File: src/rtl/stream_arb_mux.sv
// Merges NUM_CH valid/ready streams into one registered stream; per-packet grant via round-robin, fixed priority or external select.
// Latency: 1 cycle. Backpressure: while out_valid && !out_ready the output holds and every in_ready is low.
module stream_arb_mux #(
    parameter int SEL_WIDTH  = 2,
    parameter int DATA_WIDTH = 8
) (
    input  logic                                  clk,
    input  logic                                  rst_n,
    input  logic [1:0]                            mode,
    input  logic [SEL_WIDTH-1:0]                  sel,
    input  logic [(1<<SEL_WIDTH)-1:0]             in_valid,
    input  logic [(1<<SEL_WIDTH)-1:0]             in_last,
    input  logic [DATA_WIDTH*(1<<SEL_WIDTH)-1:0]  in_data,
    output logic [(1<<SEL_WIDTH)-1:0]             in_ready,
    output logic                                  out_valid,
    input  logic                                  out_ready,
    output logic [DATA_WIDTH-1:0]                 out_data,
    output logic                                  out_last,
    output logic [SEL_WIDTH-1:0]                  out_ch
);

    localparam int NUM_CH = 1 << SEL_WIDTH;

    typedef enum logic {IDLE, LOCKED} state_t;

    state_t                 state, state_nxt;
    logic [SEL_WIDTH-1:0]   ptr, ptr_nxt, lock_ch, lock_nxt;
    logic [SEL_WIDTH-1:0]   winner, rr_idx;
    logic                   win_vld, win_last, load_en, xfer;
    logic [DATA_WIDTH-1:0]  win_data;

    assign load_en = !out_valid || out_ready;

    // Descending loops let the last hit (lowest offset / lowest index) win.
    always_comb begin
        winner  = '0;
        win_vld = 1'b0;
        rr_idx  = '0;
        if (state == LOCKED) begin
            winner  = lock_ch;
            win_vld = in_valid[lock_ch];
        end else begin
            case (mode)
                2'd1: begin
                    for (int k = NUM_CH - 1; k >= 0; k--) begin
                        if (in_valid[k]) begin
                            winner  = SEL_WIDTH'(k);
                            win_vld = 1'b1;
                        end
                    end
                end
                2'd2: begin
                    winner  = sel;
                    win_vld = in_valid[sel];
                end
                default: begin
                    for (int k = NUM_CH - 1; k >= 0; k--) begin
                        rr_idx = ptr + SEL_WIDTH'(k);
                        if (in_valid[rr_idx]) begin
                            winner  = rr_idx;
                            win_vld = 1'b1;
                        end
                    end
                end
            endcase
        end
    end

    always_comb begin
        win_data = '0;
        win_last = 1'b0;
        for (int i = 0; i < NUM_CH; i++) begin
            if (winner == SEL_WIDTH'(i)) begin
                win_data = in_data[i*DATA_WIDTH +: DATA_WIDTH];
                win_last = in_last[i];
            end
        end
    end

    // rst_n gating keeps in_ready low during reset even though load_en is high then.
    assign xfer     = load_en && win_vld && rst_n;
    assign in_ready = xfer ? ({{(NUM_CH-1){1'b0}}, 1'b1} << winner) : '0;

    always_comb begin
        state_nxt = state;
        lock_nxt  = lock_ch;
        ptr_nxt   = ptr;
        if (xfer) begin
            if (win_last) begin
                state_nxt = IDLE;
                ptr_nxt   = winner + SEL_WIDTH'(1);
            end else begin
                state_nxt = LOCKED;
                lock_nxt  = winner;
            end
        end
    end

    always_ff @(posedge clk or negedge rst_n) begin
        if (!rst_n) begin
            state   <= IDLE;
            lock_ch <= '0;
            ptr     <= '0;
        end else begin
            state   <= state_nxt;
            lock_ch <= lock_nxt;
            ptr     <= ptr_nxt;
        end
    end

    always_ff @(posedge clk or negedge rst_n) begin
        if (!rst_n) begin
            out_valid <= 1'b0;
            out_data  <= '0;
            out_last  <= 1'b0;
            out_ch    <= '0;
        end else if (xfer) begin
            out_valid <= 1'b1;
            out_data  <= win_data;
            out_last  <= win_last;
            out_ch    <= winner;
        end else if (out_ready) begin
            out_valid <= 1'b0;
        end
    end

endmodule
File: config.mk
export PLATFORM = sky130hd
export DESIGN_NAME = stream_arb_mux
export DESIGN_NICKNAME = d
export VERILOG_FILES = /design/src/rtl/stream_arb_mux.sv
export SDC_FILE = /design/constraint.sdc
export NUM_CORES = 1
export LEC_CHECK = 0
export CAP_MARGIN = 20
export CORE_UTILIZATION = 40
export CTS_CLUSTER_SIZE = 16
export DETAILED_ROUTE_END_ITERATION = 10
export HOLD_SLACK_MARGIN = 0.1
export PLACE_DENSITY = 0.8
export SLEW_MARGIN = 20
export SYNTH_ARGS = -nofsm -noshare
export SYNTH_HDL_FRONTEND = slang
export SYNTH_SLANG_ARGS = --single-unit
File: constraint.sdc
create_clock -name clk -period 3.9 [get_ports clk]
set_input_delay 0.78 -clock clk [delete_from_list [all_inputs] [get_ports clk]]
set_output_delay 0.78 -clock clk [all_outputs]
set_load 0.05 [all_outputs]
### Gate-type map

(8 px per um)
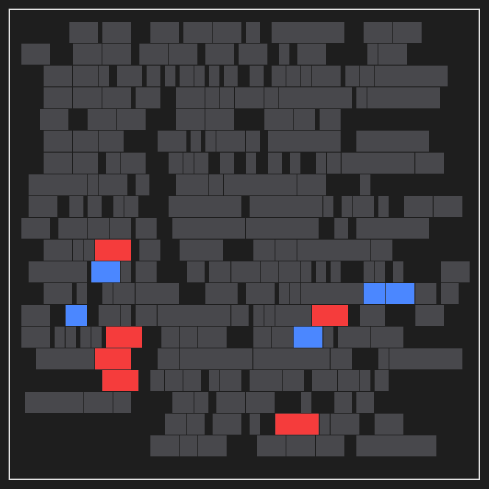
| family | colour | cells |
|---|---|---|
| adder and majority cells | red | 6 |
| AND-OR and OR-AND gates | blue | 5 |

### Cell placement

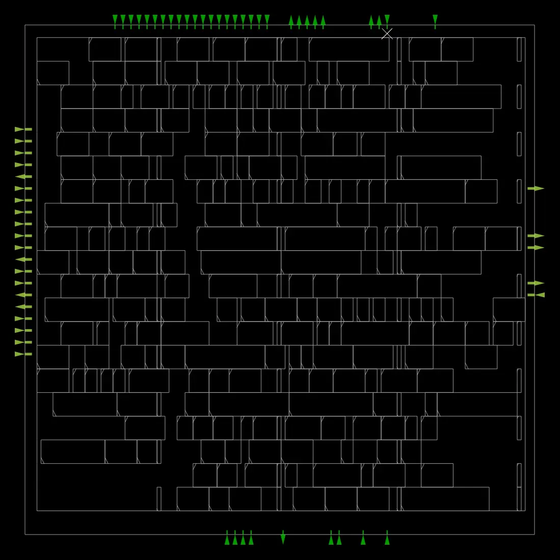
flop share of the area: 0.199
Filler Cells Inserted: 243
Final Core Density: 0.700
core area: 3050 um^2
FP Rows: 20

### I/O pins on the die edge

(8 px per um) Pins as bars across the die edge, other pins in grey.
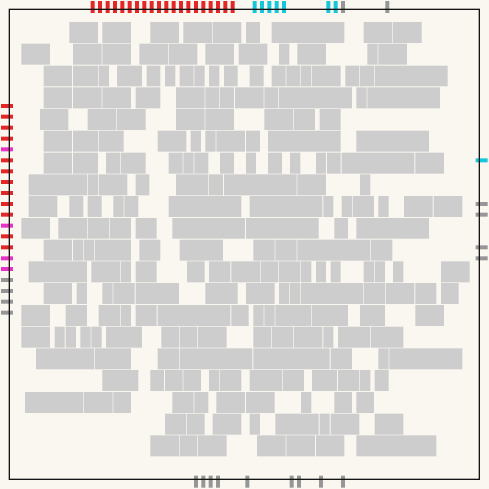
| port | colour | pins | direction | edge |
|---|---|---|---|---|
| in_data | red | 32 | input | 20 north, 12 west |
| in_ready | magenta | 4 | output | west |
| out_data | cyan | 8 | output | 7 north, 1 east |
all pins by edge: 29 north, 20 west, 9 south, 5 east

### Cell sizes after repair

(8 px per um)
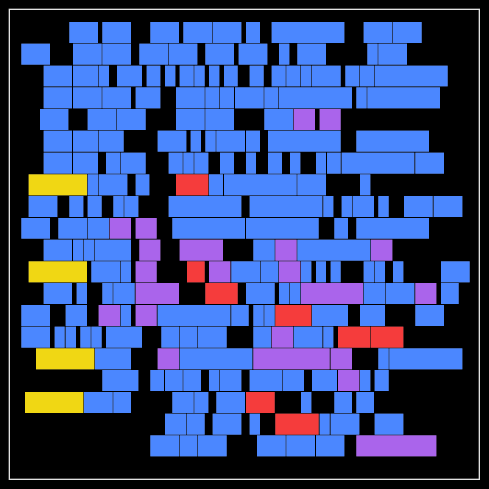
| size | colour | cells | share | most used |
|---|---|---|---|---|
| drive 6 and up | yellow | 4 | 1.8% | buf_12 |
| drive 2 | red | 8 | 3.5% | mux2_2 |
| drive 3 to 4 | purple | 22 | 9.7% | buf_4 |
| drive 1 or less | blue | 193 | 85% | clkdlybuf4s50_1 |

[registers in the layout, summed over array words and instances, names as in the netlist]
register   count
out_last       1
out_valid      1
state          1
ptr            2
out_ch         2
out_data       8
lock_ch        2
[Yosys cell counts, types with 4 or more instances]
master / instances / share of area
nand2_1: 16 / 0.047
a21oi_1: 12 / 0.047
nor3_1: 8 / 0.031
inv_1: 12 / 0.035
a221oi_1: 7 / 0.048
nand2b_1: 9 / 0.044
nor2_1: 17 / 0.050
mux2_2: 4 / 0.035
o21ai_0: 9 / 0.035
buf_2: 4 / 0.016
clkbuf_1: 5 / 0.015
dfrtp_1: 17 / 0.33
ha_1: 6 / 0.059
==> results.py <==
# Auto-generated metrics
metrics = {
    "setup_path": {
        "crit_fanout": 5,
        "reg2reg_from": "ptr[0]$_DFFE_PN0P_",
        "worstRegToRegCells": 11,
        "slowest_delay_ps": 510,
        "r2r-end": "lock_ch[1]$_DFFE_PN0P_",
        "arrival_ps": 3040,
        "critPathRequiredTime_ps": 3120,
        "rrSetupSlack_ps": 890,
        "critPathTopFamily": "buffers and inverters",
        "endpoint_kind": "primary output",
        "worst-path-stages": 12,
        "crit_buf_inv": 5,
        "crit_end": "in_ready[0]",
        "path_class": "in2out",
        "cp_cell_sequence": "clkdlybuf4s50_1, ha_2, nand2b_1, nor3_2, a2111oi_4, a311oi_4, inv_1, ha_1, buf_4, inv_1, nor2_1, buf_12",
        "crit_top_cell": "inv_1",
        "cp_slowest_cell": "clkdlybuf4s50_1",
        "cp-startpoint": "mode[0]",
    },
    "pwr": {
        "sw_frac_of_total": 0.500,
        "finalPower_mw": 1.62,
        "cellLeakagePower_nw": 0.898,
        "pwr-share-clk": 0.058,
        "p_per_area_nw_per_um2": 757,
        "power.switching_uw": 810,
        "seq-power_uw": 329,
        "power_frac_seq": 0.203,
        "power.internal_uw": 809,
        "irDropWorstVdd_uv": 458,
        "p_clk_uw": 93.7,
        "comb_power_mw": 1.20,
        "maxPowerGroup": "combinational cells",
    },
    "drt": {
        "wire_per_inst_um": 13.8,
        "wl_met3_um": 115,
        "drt.antenna.violating_nets": 0,
        "dr_wl_met2_um": 1900,
        "drt-total-wl_um": 3750,
        "routed.top_layer": "met4",
        "drc": 2,
        "via_count": 1401,
        "firstDrtPassIters": 7,
        "drt-met1-wl_um": 1680,
    },
    "synth": {
        "ys_chip_area_um2": 1280,
        "adder_share": 0.0587,
        "ys_sh_aoi": 0.246,
        "top_logic_kind": "AND-OR/OR-AND gates",
        "xor_share": 0,
        "synth-edff-count": 0,
        "syn_inst": 156,
        "yosysCellCount": 156,
        "syn_avg_cell_area_um2": 8.20,
        "ys_ff": 17,
        "async_flop_share": 1.00,
        "syn_area_um2": 1280,
        "synth_nets": 209,
        "synthFlopType": "dfrtp_1",
        "ys_warn_count": 0,
        "ys_types": 39,
        "ys_seq_frac": 0.332,
        "simple_gate_share": 0.211,
        "synthMuxAreaShare": 0.0831,
    },
    "cells_and_area": {
        "n_all_inverters": 13,
        "stdcell_count": 271,
        "signal_buffers": 76,
        "logic_gate_count": 117,
        "largestClassByArea": "combinational gates",
        "design.seq.count": 17,
        "clockBufferCount": 4,
        "buf_share": 0.358,
        "drive_above_1_share": 0.150,
        "fin_area_um2": 2140,
        "lay_top_count": "clkdlybuf4s50_1",
        "layout.cells.most_common_list": "58 x clkdlybuf4s50_1, 17 x nor2_1, 17 x dfrtp_1",
        "ff_latch_area_um2": 425,
        "logic_area_um2": 817,
        "antenna-diode-count": 0,
    },
    "run_status": {
        "violations": "design-rule violations",
        "outcome": "finished, violations left",
    },
    "global_route": {
        "grt.busiest_layer": "met2",
        "antenna_found_initial": 0,
        "gr-usage-met2": 0.388,
        "gr-total-overflow": 0,
        "grt.total_usage": 0.224,
        "grt_max_degree": 24,
        "grt_first_pass_wirelength_um": 6030,
        "grt_use_met1": 0.296,
        "first_global_vias": 1376,
    },
    "clock_network": {
        "cts_resized": 2,
        "h-tree-depth": 1,
        "cts.path.max_buffers": 2,
        "clk_latency_ps": 290,
        "cts_sinks": 17,
        "cts_tree": "yes",
        "cts_root_buffer": "clkbuf_4",
        "cts_hold_buf": 0,
        "path_clk_slew_ps": 90,
    },
    "die": {
        "num_tap_cells": 44,
        "die_x_um": 58.6,
        "die_h_um": 58.6,
        "fp_util": 0.419,
        "die_area_um2": 3430,
    },
    "final_timing": {
        "fmaxAchievable_mhz": 262,
        "finalSetupTns_ps": 0,
        "timing.final.ws_setup_ps": 78.2,
        "fin_skew_ps": 14.0,
        "slew_violations": 0,
        "hold_viol": 0,
        "fin_crit_ps": 3820,
        "tightest_slew_ps": 544,
        "fin_hold_ws_ps": 483,
        "setup_viol": 0,
        "fin_crit_sh": 0.980,
        "relSlewSlack": 0.636,
    },
    "min_path": {
        "hold-path-endpoint": "out_data[7]$_DFFE_PN0P_",
        "min_path_cells": 2,
    },
    "placed_design": {
        "dpl.cell_count": 267,
        "gp_congestion": 0.829,
        "pre_cts_ws_ps": -180,
        "postPlaceCellArea_um2": 2060,
        "port_buffers": 62,
    },
    "run": {
        "warning_count": 30,
        "cap_violations": 0,
    },
}
No activity file was given, so power comes from the tool's default toggle rates.
